--- src/rtl/counter_pulse_gen.sv ---
// counter_pulse_gen: emits an optional clear pulse followed by N enable
// pulses to a downstream pulse counter. The pulses can be back-to-back or
// spaced by GAP idle cycles. All outputs decode from state flops only, so
// there is no combinational path from inputs to pulses.
module counter_pulse_gen #(
  parameter int WIDTH = 4,
  parameter int GAP   = 0
) (
  input  logic             GCLK_Pad,
  input  logic             rst_Pad,
  input  logic             req_valid,
  output logic             req_ready,
  input  logic [WIDTH-1:0] req_count,
  input  logic             req_clear,
  input  logic             abort,
  output logic             en_out,
  output logic             rst_out,
  output logic             busy,
  output logic             done,
  output logic [WIDTH-1:0] emitted
);

  // The gap counter needs at least one bit, even when gaps are disabled.
  localparam int GW = (GAP > 1) ? $clog2(GAP + 1) : 1;

  typedef enum logic [2:0] {S_IDLE, S_CLEAR, S_EMIT, S_GAP, S_DONE} state_t;

  state_t           state, state_nxt;
  logic [WIDTH-1:0] remaining;
  logic [GW-1:0]    gap_cnt;
  logic             accept;

  assign accept = req_valid && (state == S_IDLE);

  // State register
  always_ff @(posedge GCLK_Pad or posedge rst_Pad) begin
    if (rst_Pad) state <= S_IDLE;
    else         state <= state_nxt;
  end

  // Next-state logic. Abort takes priority in every active state, so an
  // abort and a normal finish on the same edge produce only one DONE.
  always_comb begin
    state_nxt = state;
    case (state)
      S_IDLE: begin
        if (accept) begin
          if (req_clear)            state_nxt = S_CLEAR;
          else if (req_count == '0) state_nxt = S_DONE;
          else                      state_nxt = S_EMIT;
        end
      end
      S_CLEAR: begin
        if (abort || remaining == '0) state_nxt = S_DONE;
        else                          state_nxt = S_EMIT;
      end
      S_EMIT: begin
        if (abort || remaining == WIDTH'(1)) state_nxt = S_DONE;
        else if (GAP > 0)                    state_nxt = S_GAP;
        else                                 state_nxt = S_EMIT;
      end
      S_GAP: begin
        if (abort)                     state_nxt = S_DONE;
        else if (gap_cnt == GW'(1))    state_nxt = S_EMIT;
      end
      S_DONE:  state_nxt = S_IDLE;
      default: state_nxt = S_IDLE;
    endcase
  end

  // Datapath: the pulse tally and the gap timer. A pulse still counts when
  // abort arrives during its own cycle.
  always_ff @(posedge GCLK_Pad or posedge rst_Pad) begin
    if (rst_Pad) begin
      remaining <= '0;
      emitted   <= '0;
      gap_cnt   <= '0;
    end else begin
      if (accept) begin
        remaining <= req_count;
        emitted   <= '0;
      end else if (state == S_EMIT) begin
        remaining <= remaining - WIDTH'(1);
        emitted   <= emitted + WIDTH'(1);
      end
      if (state == S_EMIT && state_nxt == S_GAP) gap_cnt <= GW'(GAP);
      else if (state == S_GAP)                   gap_cnt <= gap_cnt - GW'(1);
    end
  end

  // Output decode (state flops only)
  always_comb begin
    en_out    = (state == S_EMIT);
    rst_out   = (state == S_CLEAR);
    done      = (state == S_DONE);
    busy      = (state != S_IDLE);
    req_ready = (state == S_IDLE);
  end

endmodule
--- config.mk ---
export PLATFORM = sky130hd
export DESIGN_NAME = counter_pulse_gen
export DESIGN_NICKNAME = d
export VERILOG_FILES = /design/src/rtl/counter_pulse_gen.sv
export SDC_FILE = /design/constraint.sdc
export NUM_CORES = 1
export LEC_CHECK = 0
export CAP_MARGIN = 20
export CORE_MARGIN = 8
export CORE_UTILIZATION = 45
export DETAILED_ROUTE_END_ITERATION = 16
export PLACE_DENSITY = 0.77
export SLEW_MARGIN = 15
export SYNTH_ARGS = -nofsm -noshare
export SYNTH_HDL_FRONTEND = slang
export SYNTH_SLANG_ARGS = --single-unit
--- constraint.sdc ---
create_clock -name GCLK_Pad -period 3.15 [get_ports GCLK_Pad]
set_input_delay 0.4725 -clock GCLK_Pad [delete_from_list [all_inputs] [get_ports GCLK_Pad]]
set_output_delay 0.4725 -clock GCLK_Pad [all_outputs]
set_load 0.02 [all_outputs]
Figure 1. Clock distribution (run 1).
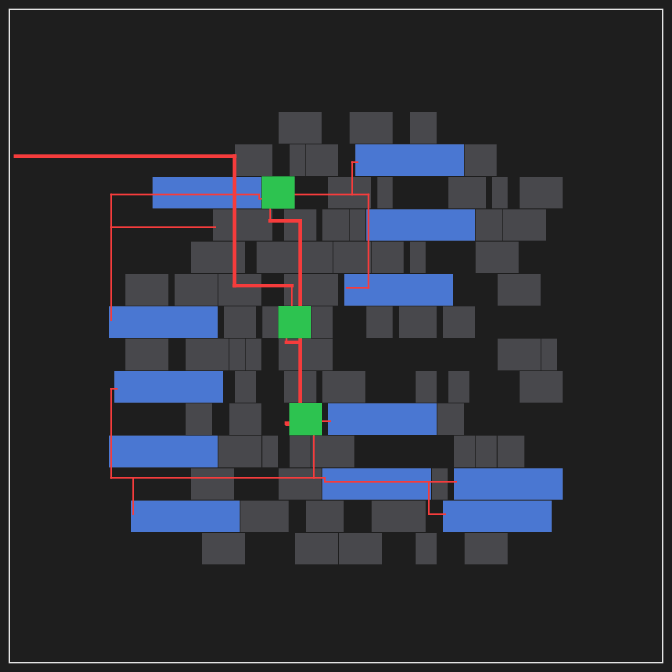
[clock drivers] green | count: 3
[flip-flops] blue | count: 12
[clock wires] red | length: 168 µm
routed clock nets	4

Figure 2. Clock wiring as the flow saved it (run 1).
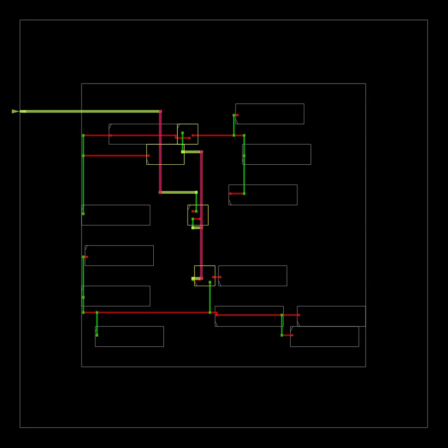
clk_buf instances: 4
Flop Count: 12

==> run_results.csv, run 1 <==
group,metric,value,unit
clocking,clk_transition_reported_paths,70,ps
timing,period_minus_slack,2480,ps
floorplan,nWellTaps,16,
clocking,h-tree-depth,1,
clocking,hold_buffers,0,
setup_path,end_kind,"output pin",
logic_synthesis,top_cell,"dfrtp_1",
detailed_routing,wl_met3,102,µm
status,outcome,"completed",
detailed_routing,drt_first_pass_iters,4,
logic_synthesis,numSynthFlops,12,
worst_hold_path,hp-class,"flip-flop to flip-flop",
detailed_routing,wl_per_cell,14.9,µm
global_routing,grt_util_met3,3.26,%
global_routing,grt_max_degree,13,
finish,fin_area,895,µm²
detailed_routing,top_layer_used,"met4",
finish,nNonClkBuffers,18,
global_routing,use_met2,19.8,%
clocking,cts-root-buf,"clkbuf_4",
timing,rsz0062_at_grt,"false",
clocking,cts_tree,"built",
worst_hold_path,min_from,"gap_cnt$_DFFE_PP0P_",
logic_synthesis,ys_chip_area,677,µm²
setup_path,startpoint_type,"flip-flop",
logic_synthesis,synth_cells,66,
clocking,clockBufferDepth,2,
setup_path,critical_path_arrival,2010,ps
clocking,cts_buffers,3,
setup_path,cp_data_required_time,2680,ps
detailed_routing,num_vias,568,
logic_synthesis,yosysCellCount,66,
global_routing,grt_overflow,0,
detailed_routing,wl_met1,663,µm
timing,finalWorstSetupSlack,666,ps
finish,diodes,0,
detailed_routing,ant_nets,0,
finish,largest_class,"multi-input combinational cells",
finish,register_area,300,µm²
power,power_density,941,nW/µm²
timing,relSlewSlack,65.8,%
global_routing,top_usage_layer,"met2",
Figure 3. Cells by drive strength (run 1).
The bar under the picture is 20 µm long.
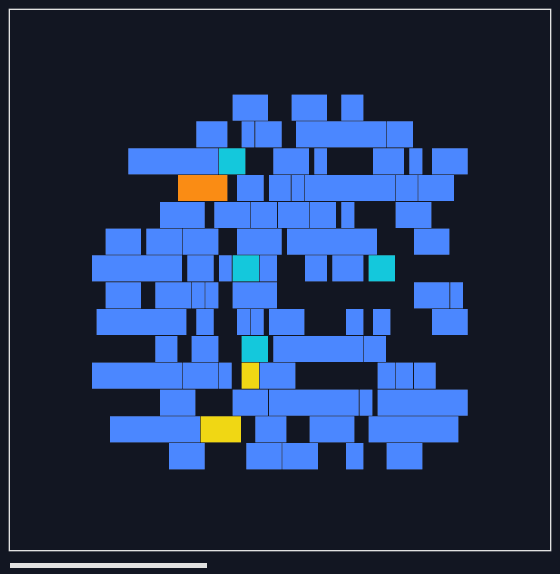
size	color	cells	share
_0 and _1 cells	blue	79	92%
_6 and larger	orange	1	1.2%
_2 cells	yellow	2	2.3%
_3 and _4 cells	cyan	4	4.7%

-- run 1: power breakdown --
part	switching, mW	internal [mW]
sequential	0.0654	0.217
combinational	0.220	0.218
clock	0.0515	0.0703
-- run 1: kinds of logic (layout without fill, tap and decap cells) --
group	Yosys count	in the layout	share of synthesized area, %
XOR/XNOR	1	1	1.29
multiplexers	3	3	4.62
adder cells (fa/ha/maj)	4	4	7.39
buffers and inverters	10	30	7.02
AND/OR/NAND/NOR	22	22	19.6
AND-OR/OR-AND	14	14	15.7
flip-flops	12	12	44.4
-- run 1: flip-flops by register name, indices dropped and copies added, names as in the netlist --
name	flops
remaining	4
gap_cnt	1
emitted	4
state	3
-- run 1: worst max-delay path: stages (launching register included) --
cell	delay [ps]
dfrtp_1	430
or3b_1	550
clkinv_2	140
clkdlybuf4s50_1	610
==> run 2: changes to the inputs <==
==> constraint.sdc (replaced) <==
create_clock -name GCLK_Pad -period 2.3 [get_ports GCLK_Pad]
set_input_delay 0.345 -clock GCLK_Pad [delete_from_list [all_inputs] [get_ports GCLK_Pad]]
set_output_delay 0.345 -clock GCLK_Pad [all_outputs]
set_load 0.02 [all_outputs]
Figure 4. Clock wiring as the flow saved it (run 2).
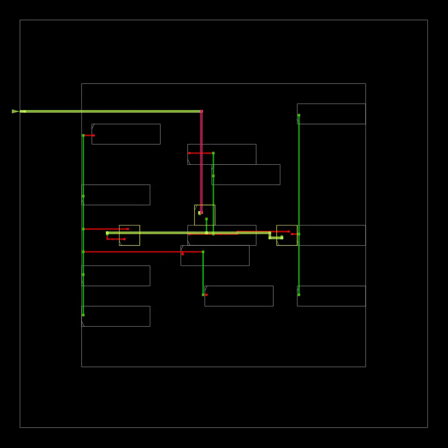
CTS buffer count: 3
clk_buf instances: 3
CTS sink count: 12

Figure 5. Cells by drive strength (run 2).
The bar under the picture is 20 µm long.
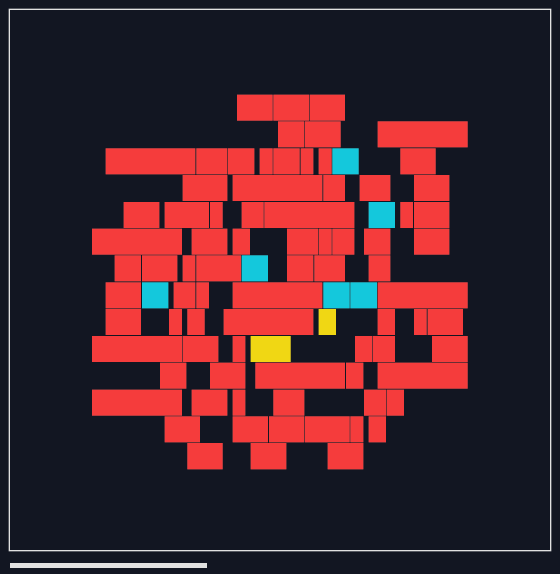
size	color	cells	share
_3 and _4 cells	cyan	6	6.9%
_0 and _1 cells	red	79	91%
_2 cells	yellow	2	2.3%

Figure 6. I/O pins on the die edge (run 2).
Pins as bars across the die edge, other pins in gray.
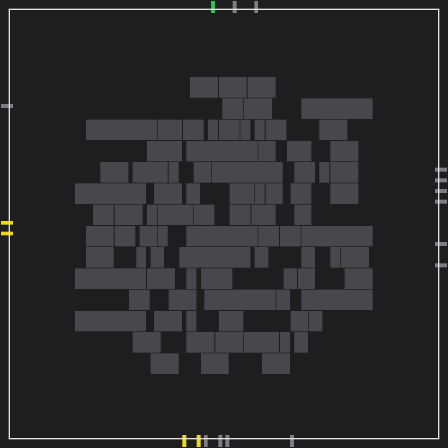
port	color	pins	direction	edge
abort	green	1	input	top
req_count	yellow	4	input	2 bottom, 2 left

==> run 2 against run 1 <==
  * Count of clock-buffer cells in the layout is 1 lower
  * Non-clock buffer count is 2 higher
  * Combinational power increased by about 40%
  * Hold slack got worse by 99 ps
  * Final area up 0.14%
  * Via count down 0.70%
  * Area after synthesis unchanged
  * Critical path type unchanged
  * Largest cell class unchanged
  * Largest power group unchanged
  * Highest routed layer unchanged
==> run_results.csv, run 2 <==
group,metric,value,unit
setup_path,critPathMaxStageDelay,600,ps
logic_synthesis,yosysCellCount,66,
timing,rsz0062_at_grt,"false",
detailed_routing,drt_first_pass_iters,3,
power,pg_clk,0.126,mW
power,comb-power,0.615,mW
status,outcome,"completed",
setup_path,critical_path_arrival,1830,ps
clocking,h-tree-depth,1,
logic_synthesis,top_cell,"dfrtp_1",
global_routing,use_met2,18.3,%
detailed_routing,wl_met3,100,µm
power,power_density,1260,nW/µm²
global_routing,grt_util_met3,4.89,%
setup_path,end_kind,"output pin",
clocking,cts-root-buf,"clkbuf_4",
setup_path,crit_buf_inv,2,
clocking,hold_buffers,0,
logic_synthesis,synth_cells,66,
detailed_routing,ant_nets,0,
power,intPower,0.673,mW
global_routing,grt_max_degree,13,
finish,largestRegisters,"emitted: 4 flops, remaining: 4 flops, state: 3 flops",
detailed_routing,top_layer_used,"met4",
setup_path,startpoint_type,"flip-flop",
setup_path,path_cells,"or3b_1, clkinv_2, clkdlybuf4s50_1",
[run 2: through the flow]
stage               area [µm²]  util [%]  hold WS (ps)  std cells  total power [mW]
floorplan                  677         -           210         66             0.777
global placement           873      60.1           457        100             0.993
detailed placement         873      60.1           461        100              1.01
CTS                        896      61.6           400        103              1.14
global route               896      61.6           443        103              1.22
finish                     896      61.6           391        103              1.13
[run 2: logic make-up (layout without fill, tap and decap cells)]
kind of cell | Yosys count | after routing | synth area share [%]
compound gates | 14 | 14 | 15.7
xor+xnor | 1 | 1 | 1.29
fa+ha+maj | 4 | 4 | 7.39
buf+inv | 10 | 31 | 7.02
flops | 12 | 12 | 44.4
mux | 3 | 3 | 4.62
simple gates | 22 | 22 | 19.6
Power figures rest on the tool's default switching activity, not on a simulated workload.
